**Sequential cells coloured by netlist name**

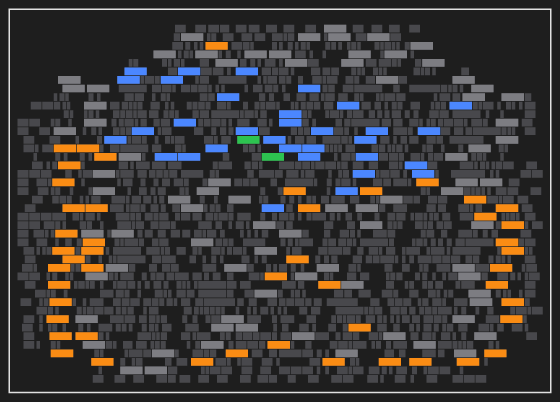
**Metal 1**

Supply wires on this layer in grey.
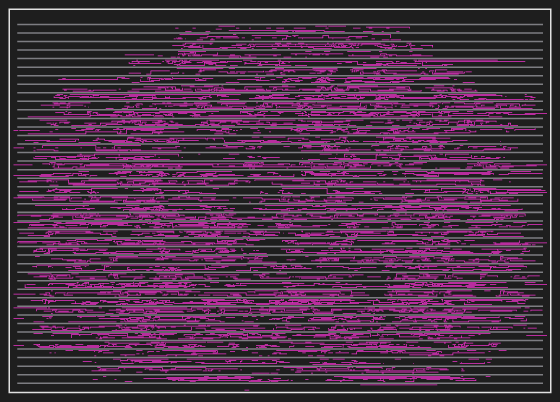
**Selected gate families**

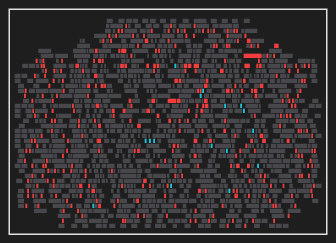
**PDN straps and rails**

Pins as bars on the die edge.
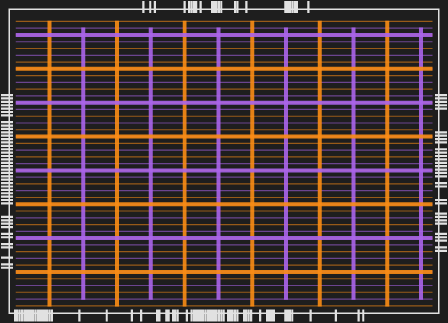
===== config.mk =====
export PLATFORM = sky130hd
export DESIGN_NAME = agu
export DESIGN_NICKNAME = d
export VERILOG_FILES = /design/src/rtl/agu_pkg.sv /design/src/rtl/agu.sv
export SDC_FILE = /design/constraint.sdc
export NUM_CORES = 1
export LEC_CHECK = 0
export CAP_MARGIN = 15
export CORE_ASPECT_RATIO = 0.7
export CORE_MARGIN = 2
export CORE_UTILIZATION = 50
export DETAILED_ROUTE_END_ITERATION = 12
export HOLD_SLACK_MARGIN = 0.05
export PLACE_DENSITY = 0.76
export SLEW_MARGIN = 30
export SYNTH_ARGS = -nofsm -noshare
export SYNTH_HDL_FRONTEND = slang
export SYNTH_SLANG_ARGS = --single-unit
export TNS_END_PERCENT = 1

===== constraint.sdc =====
create_clock -name CLK -period 5.1 [get_ports CLK]
set_clock_uncertainty 0.15 [all_clocks]
set_input_delay 0.765 -clock CLK [delete_from_list [all_inputs] [get_ports CLK]]
set_output_delay 0.765 -clock CLK [all_outputs]
set_load 0.05 [all_outputs]

===== src/rtl/agu_pkg.sv =====
`default_nettype none
// +----------------------------------------------------------------------+
// | Module   : agu_pkg                                                   |
// | Brief    : Shared widths, state encoding and base-address helper     |
// | Revision : 1.0                                                       |
// +----------------------------------------------------------------------+
package agu_pkg;

    localparam int ADDR_W     = 48;
    localparam int CNT_W      = 32;
    localparam int WORD_SHIFT = 3;
    localparam int LINE_SHIFT = 6;

    typedef logic [1:0] state_t;

    localparam state_t c_IDLE = 2'd0;
    localparam state_t c_RUN  = 2'd1;
    localparam state_t c_DONE = 2'd2;

    // Port base: MC/port identity selects a 64-byte line, INIT adds an 8-byte word offset.
    function automatic logic [ADDR_W-1:0] port_base(
        input logic [1:0] aeid,
        input logic       oddeven,
        input logic [2:0] peid,
        input logic [5:0] init
    );
        logic [ADDR_W-1:0] w_line;
        logic [ADDR_W-1:0] w_word;
        w_line = ADDR_W'({aeid, oddeven, peid, {LINE_SHIFT{1'b0}}});
        w_word = ADDR_W'({init, {WORD_SHIFT{1'b0}}});
        return w_line + w_word;
    endfunction

endpackage
`default_nettype wire


===== src/rtl/agu.sv =====
`default_nettype none
// +----------------------------------------------------------------------+
// | Module   : agu                                                       |
// | Brief    : Per-port strided stream address generator                 |
// | Revision : 1.0                                                       |
// +----------------------------------------------------------------------+
module agu #(
    parameter int ADDR_W = 48,
    parameter int CNT_W  = 32
) (
    input  logic              CLK,
    input  logic              RST,
    input  logic              START,
    input  logic [CNT_W-1:0]  PSIZE,
    input  logic [1:0]        AEID,
    input  logic [2:0]        PEID,
    input  logic              ODDEVEN,
    input  logic [63:0]       AEREG,
    input  logic [5:0]        INIT,
    input  logic              MC_RQ_STALL,
    input  logic              FIFO_STALL,
    output logic [ADDR_W-1:0] MC_RQ_ADDR,
    output logic              MC_RQ_EN,
    output logic              FIFO_POP,
    output logic              FINISH
);
    import agu_pkg::*;

    state_t            r_state;
    logic [ADDR_W-1:0] r_addr;
    logic [ADDR_W-1:0] r_stride;
    logic [CNT_W-1:0]  r_count;
    logic [CNT_W-1:0]  r_psize;

    logic              w_issue;
    logic              w_last;
    logic [ADDR_W-1:0] w_base;
    logic              w_aereg_unused;

    assign w_aereg_unused = ^AEREG[63:ADDR_W];

    assign w_base  = ADDR_W'(port_base(AEID, ODDEVEN, PEID, INIT));
    assign w_issue = (r_state == c_RUN) && !RST && !MC_RQ_STALL && !FIFO_STALL;
    assign w_last  = (r_count == (r_psize - CNT_W'(1)));

    always_ff @(posedge CLK) begin
        if (RST) begin
            r_state  <= c_IDLE;
            r_addr   <= '0;
            r_stride <= '0;
            r_count  <= '0;
            r_psize  <= '0;
        end else begin
            case (r_state)
                c_IDLE, c_DONE: begin
                    if (START) begin
                        r_addr   <= w_base;
                        r_stride <= AEREG[ADDR_W-1:0];
                        r_psize  <= PSIZE;
                        r_count  <= '0;
                        r_state  <= (PSIZE == '0) ? c_DONE : c_RUN;
                    end
                end
                c_RUN: begin
                    // Stalled cycles hold address and count so the same request is retried.
                    if (w_issue) begin
                        r_addr  <= r_addr + r_stride;
                        r_count <= r_count + CNT_W'(1);
                        if (w_last) begin
                            r_state <= c_DONE;
                        end
                    end
                end
                default: r_state <= c_IDLE;
            endcase
        end
    end

    assign MC_RQ_EN   = w_issue;
    assign FIFO_POP   = w_issue;
    assign MC_RQ_ADDR = RST ? '0 : r_addr;
    assign FINISH     = (r_state == c_DONE);

endmodule
`default_nettype wire


==> metrics.cfg <==
[grt]
grt_pass1_vias=8424
grt_use_total=0.260

[finish]
diodes=0
final_nets=1556
area_delta_synth_final_pct=22.3

[timing]
fin_tns_setup_ns=0
rsz0062_at_grt=false
finalMaxSlewViolations=0
period_needed_ns=3.98

[synthesis]
ys.flop_type=dfxtp_1
edf_count=0
netlist_top_cells_count=nand2_1, dfxtp_1, a21oi_1
yosys.stat.chipArea_mm2=0.00987
syn_inst=1278
ys_types=74
ys_cells=1278

[clock_tree]
cts_htree_levels=4
clock_path_buffers=2
cts.sinks=162
cts_hold_buf=0
clock-root-buffer=clkbuf_16

[worst_setup_path]
worstPathCellList=ha_1 > fa_1 > a21o_1 > a211oi_1 > o21bai_1 > a21oi_1 > o21ai_2 > a21oi_2 > o211ai_1 > a2111oi_1 > a211oi_1 > a221oi_1 > xor2_1 > o21ai_1
crit_path_end_kind=flip-flop
startpoint_type=flip-flop

[drt]
viasPerCell=5.57
drt_iter0_drc=866

[die]
fp-utilization=0.516
num_rows=42
num_io_pins=164

[power]
seq_power_share=0.435
p_leak_nw=4.87

[status]
status=finished clean

[place]
io_buffer_count=147

-- 'sequential cells coloured by netlist name' (at the start) --
[green] r_state | placed flops: 2
[blue] r_count | placed flops: 32
[orange] r_stride | placed flops: 48
not coloured: 80
fin util: 0.631
register area: 0.00324 mm²
P_seq: 0.00137 W
flop share of the area: 0.269

-- 'metal 1' (at the start) --
wire length on this layer: 13,900 µm
nets with wire on the layer: 1,433
main direction: horizontal
longest straight run: 56.6 µm
share of all routed wire: 53%
Detailed Route WL: 26.4 mm
grt met1 use: 0.408

-- 'selected gate families' (at the start) --
[red] nand cells | cells: 316 | where: all over the die
[cyan] inv cells | cells: 16
Final Non-Filler Cells: 1,666
most frequent logic cell in the layout: nand2_1

-- 'PDN straps and rails' (at the start) --
[purple] VDD
[orange] VSS
met1 rails: 43
rows: 42
signal pins: 164
met4 straps: 12
met5 straps: 8
Peak VDD IR: 0.246 mV
die width: 172 µm

## cell usage in the layout, fill, tap and decap left out, types with 5 or more instances in the layout
cell               n
o21bai_1           8
nor2b_1           54
o21a_1             6
ha_1              52
nand2b_1           6
a21o_1            39
inv_1             14
and3_1            11
clkbuf_16         17
xor2_1            55
nand2_1          250
nand4_1           21
a211o_1            5
nand3_1           31
clkdlybuf4s50_1  144
a31o_2             8
nor4_1            14
nor3_1            17
a31oi_1            7
buf_4             10
dfxtp_1          162
o21ai_1            9
and2_1             6
o21ai_0           41
mux2i_1            8
a211oi_1          14
nor2_1            91
clkinv_2           6
a21oi_1          150
xnor2_1           54
## path summary, 6_finish.rpt
path | from | to | depth (start not counted)
setup / recovery | r_addr[0]$_SDFFE_PP0P_ | r_addr[46]$_SDFFE_PP0P_ | 14
hold / removal | r_stride[46]$_SDFFE_PP0P_ | r_stride[46]$_SDFFE_PP0P_ | 2
setup reg to reg | r_addr[0]$_SDFFE_PP0P_ | r_addr[46]$_SDFFE_PP0P_ | 14
hold reg to reg | r_stride[46]$_SDFFE_PP0P_ | r_stride[46]$_SDFFE_PP0P_ | 2
## state kept, by name (all words and copies together) (netlist names)
signal,count
r_state,2
r_count,32
r_stride,48
r_addr,48
r_psize,32
## per-stage QoR
stage               instance area (µm²)  setup WS, ns  std cells  power, W
finish                            12100          1.12       1666   0.00314
floorplan                          9870          1.70       1278   0.00173
global placement                  11500          1.22       1634   0.00191
CTS                               12100          1.14       1666   0.00315
global route                      12100         0.905       1666   0.00328
detailed placement                11500          1.10       1634   0.00192
## cells by family after synthesis
kind of cell,Yosys count,synth area share
multiplexers,8,0.00811
buffers and inverters,80,0.0312
XOR/XNOR,109,0.0967
adder cells (fa/ha/maj),54,0.0700
flip-flops,162,0.329
AND/OR/NAND/NOR,540,0.259
AND-OR/OR-AND,325,0.206
## routing by layer
metal / track usage / share of wire / up-vias
met2: 0.366 / 0.40 / 287
met3: 0.0439 / 0.062 / 20
met1: 0.408 / 0.53 / 4279
met4: 0.0593 / 0.012 / 0
met5: 0 / 0 / -
li1: - / - / 4696
## worst reg2reg max path: stages, from the launching register on
cell	delay (ns)
dfxtp_1	0.33
ha_1	0.23
fa_1	0.40
a21o_1	0.19
a211oi_1	0.28
o21bai_1	0.17
a21oi_1	0.30
o21ai_2	0.14
a21oi_2	0.20
o211ai_1	0.26
a2111oi_1	0.44
a211oi_1	0.17
a221oi_1	0.36
xor2_1	0.17
o21ai_1	0.07
## final cells by class
class	instances	share of cell area
clock buffers	21	0.0365
clock inverters	11	0.00943
inverters	16	0.00497
multi-input cells	1036	0.525
flip-flops and latches	162	0.269
well taps	264	0.0274
repair buffers	156	0.128
## power groups by stage
stage,combinational (W),clock (W),sequential (W)
floorplan,0.000357,0,0.00137
global placement,0.000521,0,0.00139
detailed placement,0.000531,0,0.00139
CTS,0.000536,0.00125,0.00137
global route,0.000598,0.00131,0.00137
finish,0.000540,0.00124,0.00137
Power is estimated from default activity; no workload was simulated.
